==> images/registers.png <==
Other sequential cells in the stronger gray, the rest of the logic in the fainter gray.
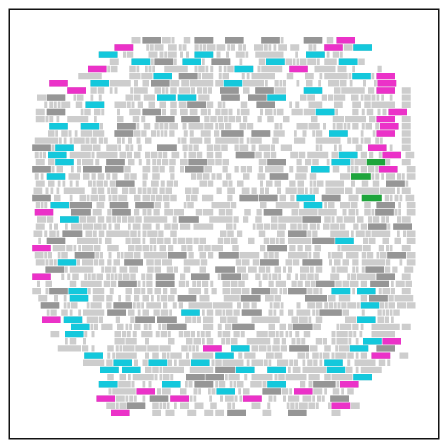
==> images/clock_map.png <==
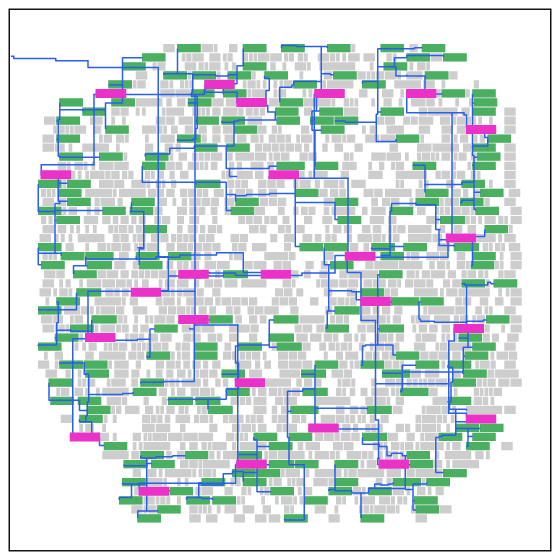
==> images/met4.png <==
Scale bar: 50 µm. Supply wires on this layer in gray.
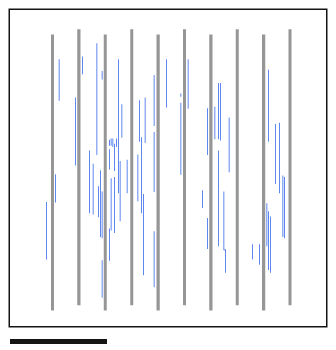
==> images/final_placement.png <==
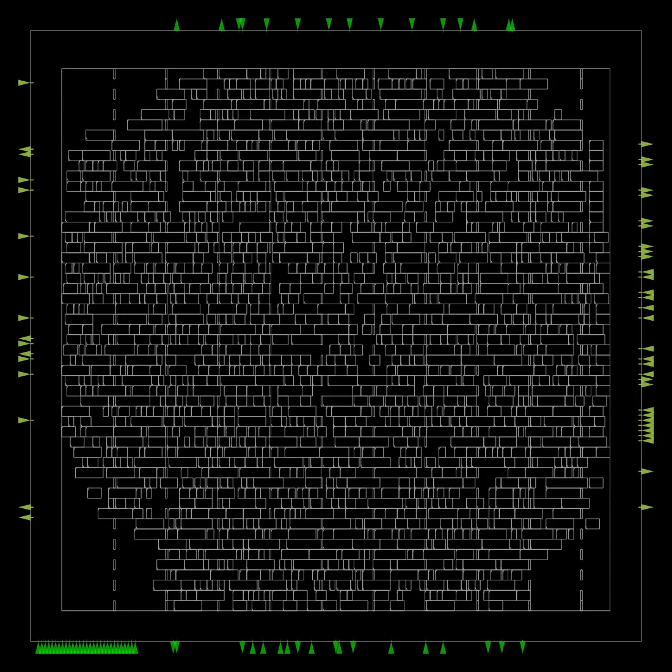
Design uibi_timer, sky130hd; sources not shown.
==> report_table.html <==
<!-- implementation run metrics -->
<table>
<tr><th>Metric</th><th>Value</th></tr>
<tr><th colspan="2">Finish</th></tr>
<tr><td>Area grow syn2layout</td><td>29.2%</td></tr>
<tr><td>Commonest Layout Cell</td><td>sky130_fd_sc_hd__nand2_1</td></tr>
<tr><td>Antenna diodes</td><td>0</td></tr>
<tr><td>Area of combinational cells with multiple inputs</td><td>0.00663 mm²</td></tr>
<tr><td>Design area</td><td>0.0144 mm²</td></tr>
<tr><td>Layout cells sized above 1</td><td>0.207</td></tr>
<tr><td>Most frequent logic cells in the routed design</td><td>sky130_fd_sc_hd__nand2_1 (211), sky130_fd_sc_hd__dfxtp_1 (178), sky130_fd_sc_hd__buf_4 (154), sky130_fd_sc_hd__a21oi_1 (101), sky130_fd_sc_hd__o211ai_1 (82)</td></tr>
<tr><td>Number of nets in the finished design</td><td>1659</td></tr>
<tr><th colspan="2">STA</th></tr>
<tr><td>Total of endpoints with negative setup slack in the final report</td><td>6</td></tr>
<tr><td>RSZ-0062 raised after global routing</td><td>yes</td></tr>
<tr><td>Setup ws final</td><td>-0.0578 ns</td></tr>
<tr><td>Worst rel slew slack</td><td>0.486</td></tr>
<tr><td>Tightest hold margin</td><td>0.232 ns</td></tr>
<tr><td>Final Max-Slew Violation Tally</td><td>0</td></tr>
<tr><td>Final critical path time including I/O delays and setup</td><td>2.16 ns</td></tr>
<tr><td>Worst-margin pin slew</td><td>0.771 ns</td></tr>
<tr><td>Final Cycle Share</td><td>1.03</td></tr>
<tr><td>Total negative slack for setup checks</td><td>-0.168 ns</td></tr>
<tr><td>Achievable clock frequency</td><td>463 MHz</td></tr>
<tr><th colspan="2">Pwr</th></tr>
<tr><td>Internal portion of total power</td><td>0.00677 W</td></tr>
<tr><td>Static leakage power</td><td>5.94 nW</td></tr>
<tr><td>Worst vdd ir</td><td>568 µV</td></tr>
<tr><td>Total power density per cell area</td><td>597 mW/mm²</td></tr>
<tr><td>Share of power burned in registers</td><td>0.456</td></tr>
<tr><td>Portion of total power attributed to combinational logic</td><td>0.032</td></tr>
<tr><td>Switching share of total power</td><td>0.213</td></tr>
<tr><td>Reported combinational group power</td><td>0.000277 W</td></tr>
<tr><td>Power spent charging and discharging nets</td><td>0.00183 W</td></tr>
<tr><td>Total power consumption of the routed design</td><td>0.00861 W</td></tr>
<tr><td>Main power group</td><td>the clock network</td></tr>
<tr><th colspan="2">Yosys</th></tr>
<tr><td>Synth Net Count</td><td>1478</td></tr>
<tr><td>Proportion of synthesized chip area in sequential cells</td><td>0.368</td></tr>
<tr><td>Main area contributors</td><td>sky130_fd_sc_hd__dfxtp_1 (37%), sky130_fd_sc_hd__nand2_1 (7.4%), sky130_fd_sc_hd__ha_1 (7.3%)</td></tr>
<tr><td>Most used standard cells in the synthesized netlist</td><td>sky130_fd_sc_hd__nand2_1 (219), sky130_fd_sc_hd__dfxtp_1 (205), sky130_fd_sc_hd__a21oi_1 (102)</td></tr>
<tr><td>Synth area leader</td><td>sky130_fd_sc_hd__dfxtp_1</td></tr>
<tr><td>Async set or reset register ratio after synthesis</td><td>0</td></tr>
<tr><td>FF+latch count, synth</td><td>205</td></tr>
<tr><td>Number of cell instances after yosys synthesis</td><td>1338</td></tr>
<tr><td>EDFF count, synth</td><td>0</td></tr>
<tr><td>Summed standard-cell area reported by yosys</td><td>0.0112 mm²</td></tr>
<tr><td>Post-synthesis cell count</td><td>1338</td></tr>
<tr><td>Top area contributor share</td><td>0.368</td></tr>
<tr><td>Ys Warns</td><td>0</td></tr>
<tr><td>Number of library cell types mapped by synthesis</td><td>71</td></tr>
<tr><td>Most common reg cell</td><td>sky130_fd_sc_hd__dfxtp_1</td></tr>
<tr><td>Mean cell area of the mapped netlist</td><td>8.34 µm²</td></tr>
<tr><td>Cell area after technology mapping</td><td>0.0112 mm²</td></tr>
<tr><td>Most repeated cell in the gate-level netlist after synthesis</td><td>sky130_fd_sc_hd__nand2_1</td></tr>
<tr><th colspan="2">Flow run</th></tr>
<tr><td>Number of max-capacitance violations reported</td><td>0</td></tr>
<tr><td>Number of OpenROAD warnings</td><td>58</td></tr>
<tr><th colspan="2">Clocking</th></tr>
<tr><td>CTS tree</td><td>yes</td></tr>
<tr><td>Total of cells resized after clock tree synthesis</td><td>15</td></tr>
<tr><td>CTS Buf Count</td><td>24</td></tr>
<tr><td>Maximum buffer depth of the clock tree</td><td>3</td></tr>
<tr><td>Hold_buf cts</td><td>1</td></tr>
<tr><td>CTS H-tree depth</td><td>1</td></tr>
<tr><td>Worst-path clk slew</td><td>0.06 ns</td></tr>
<tr><td>CTS sink count</td><td>205</td></tr>
<tr><td>Master cell of the clock root buffer</td><td>sky130_fd_sc_hd__clkbuf_16</td></tr>
<tr><td>Number of buffers inserted by post-CTS setup repair</td><td>2</td></tr>
<tr><td>Latency at later pin</td><td>0.52 ns</td></tr>
<tr><th colspan="2">Global routing</th></tr>
<tr><td>Met2 demand-to-capacity share in global routing</td><td>0.452</td></tr>
<tr><td>Number of antenna violations at the first check in global routing</td><td>1</td></tr>
<tr><td>GRT met1 Usage</td><td>0.356</td></tr>
<tr><td>Total GRT Usage</td><td>0.276</td></tr>
<tr><td>Vias in the first global route</td><td>11164</td></tr>
<tr><td>GRT busiest layer</td><td>met2</td></tr>
<tr><td>Global-route wire length before repair</td><td>59300 µm</td></tr>
<tr><td>Maximum number of pins on one net before global-route repair</td><td>71</td></tr>
<tr><td>Met3 usage in global routing</td><td>0.0483</td></tr>
<tr><th colspan="2">Die</th></tr>
<tr><td>Row cnt</td><td>53</td></tr>
<tr><td>Core Area</td><td>0.0210 mm²</td></tr>
<tr><td>Number of primary I/O pins</td><td>109</td></tr>
<tr><td>Die x size</td><td>162 µm</td></tr>
<tr><td>Die height</td><td>162 µm</td></tr>
<tr><td>Overall die area</td><td>0.0264 mm²</td></tr>
<tr><td>Floorplan-stage core utilization</td><td>0.531</td></tr>
<tr><th colspan="2">Route</th></tr>
<tr><td>Top routing layer in use</td><td>met5</td></tr>
<tr><td>Post-route met1 wirelength</td><td>15400 µm</td></tr>
<tr><td>DRC violations left</td><td>0</td></tr>
<tr><td>WL per Instance</td><td>20.6 µm</td></tr>
<tr><td>Met3 wirelength from detailed routing</td><td>3110 µm</td></tr>
<tr><td>Met2 Wirelength</td><td>17300 µm</td></tr>
<tr><td>Drt initial violations</td><td>1159</td></tr>
<tr><td>DR vias/cell</td><td>6.29</td></tr>
<tr><td>DRT antenna net count</td><td>0</td></tr>
<tr><th colspan="2">Worst setup path</th></tr>
<tr><td>Data arrival time of the critical path</td><td>2.60 ns</td></tr>
<tr><td>Cell with the largest stage delay on the worst path</td><td>sky130_fd_sc_hd__or4_4</td></tr>
<tr><td>CP Capture Type</td><td>register</td></tr>
<tr><td>Worst EP required</td><td>2.54 ns</td></tr>
<tr><td>Critical Path Start Type</td><td>register</td></tr>
<tr><td>Critical path type</td><td>register to register</td></tr>
<tr><td>Number of cells on the worst reg-to-reg path</td><td>7</td></tr>
<tr><td>Worst-path cell chain</td><td>nand3_4 &gt; or4_4 &gt; nor4_4 &gt; buf_4 &gt; nand4_1 &gt; or3_1 &gt; a31oi_1</td></tr>
<tr><td>Register-to-register setup slack</td><td>-0.06 ns</td></tr>
<tr><th colspan="2">Status</th></tr>
<tr><td>Result of the run</td><td>finished, violations left</td></tr>
<tr><td>Violated checks</td><td>setup timing</td></tr>
<tr><th colspan="2">Placed design</th></tr>
<tr><td>HPWL after detailed placement</td><td>26600 µm</td></tr>
<tr><td>GP Congestion</td><td>0.940</td></tr>
<tr><td>Setup Slack @ Placement</td><td>-0.0596 ns</td></tr>
<tr><td>Number of buffers inserted by port buffering</td><td>79</td></tr>
<tr><td>Total instance count after detailed placement</td><td>1762</td></tr>
<tr><td>Total placed instance area</td><td>0.0133 mm²</td></tr>
<tr><th colspan="2">Hold path</th></tr>
<tr><td>Number of instances on the worst hold path</td><td>3</td></tr>
<tr><td>Worst Hold Class</td><td>input port to register</td></tr>
</table>
-- registers.png (at the start) --
`mtimecmp_q` -> cyan  # placed flops 64, where widely spread
`u_slave_if.acc_addr` -> green  # placed flops 3
`bus_dat_r` -> magenta  # placed flops 32, where widely spread
not colored = 106
Register Area: 0.00416 mm²
Seq area share: 0.288
power dissipated in sequential cells: 0.00392 W

-- clock_map.png (at the start) --
flip-flops -> green  # count 205
clock wires -> blue  # length 2650 µm
cells driving clock nets -> magenta  # count 24
routed clock nets = 25
final setup skew: 0.0160 ns
Clock Power: 0.00441 W
clock network fraction of total power: 0.512

-- met4.png (at the start) --
nets with wire on the layer = 47
wire length on this layer = 1390 µm
longest straight run = 68.7 µm
main direction = vertical
via count of the routed design: 11384
total length of routed wires: 37200 µm

-- final_placement.png (at the start) --
number of sequential cells in the layout: 205
post-route insts no fill: 1810
fill cell count: 1680

-- logic make-up (layout without fill, tap and decap cells) --
family          Yosys count  count (layout)  share of synthesized area
compound gates          380             380                      0.224
xor+xnor                  8               8                    0.00628
fa+ha+maj                65              65                     0.0729
buf+inv                 162             359                     0.0563
flops                   205             205                      0.368
mux                      39              39                     0.0647
simple gates            479             479                      0.208
-- worst max-delay path: cells and delay by family, from the launching register on --
kind / cells / cell delay, ns
DFF: 1 / 0.37
buffers and inverters: 1 / 0.19
and+or+nand+nor: 5 / 1.36
AOI/OAI and AO/OA: 1 / 0.16
-- cell type report --
cell class / instances / area share
clock buffers: 35 / 0.0502
multi-input cells: 971 / 0.460
inverters: 72 / 0.0188
well taps: 275 / 0.0239
clock inverters: 7 / 0.00808
flip-flops and latches: 205 / 0.288
repair buffers: 245 / 0.151
Power is estimated from default activity; no workload was simulated.
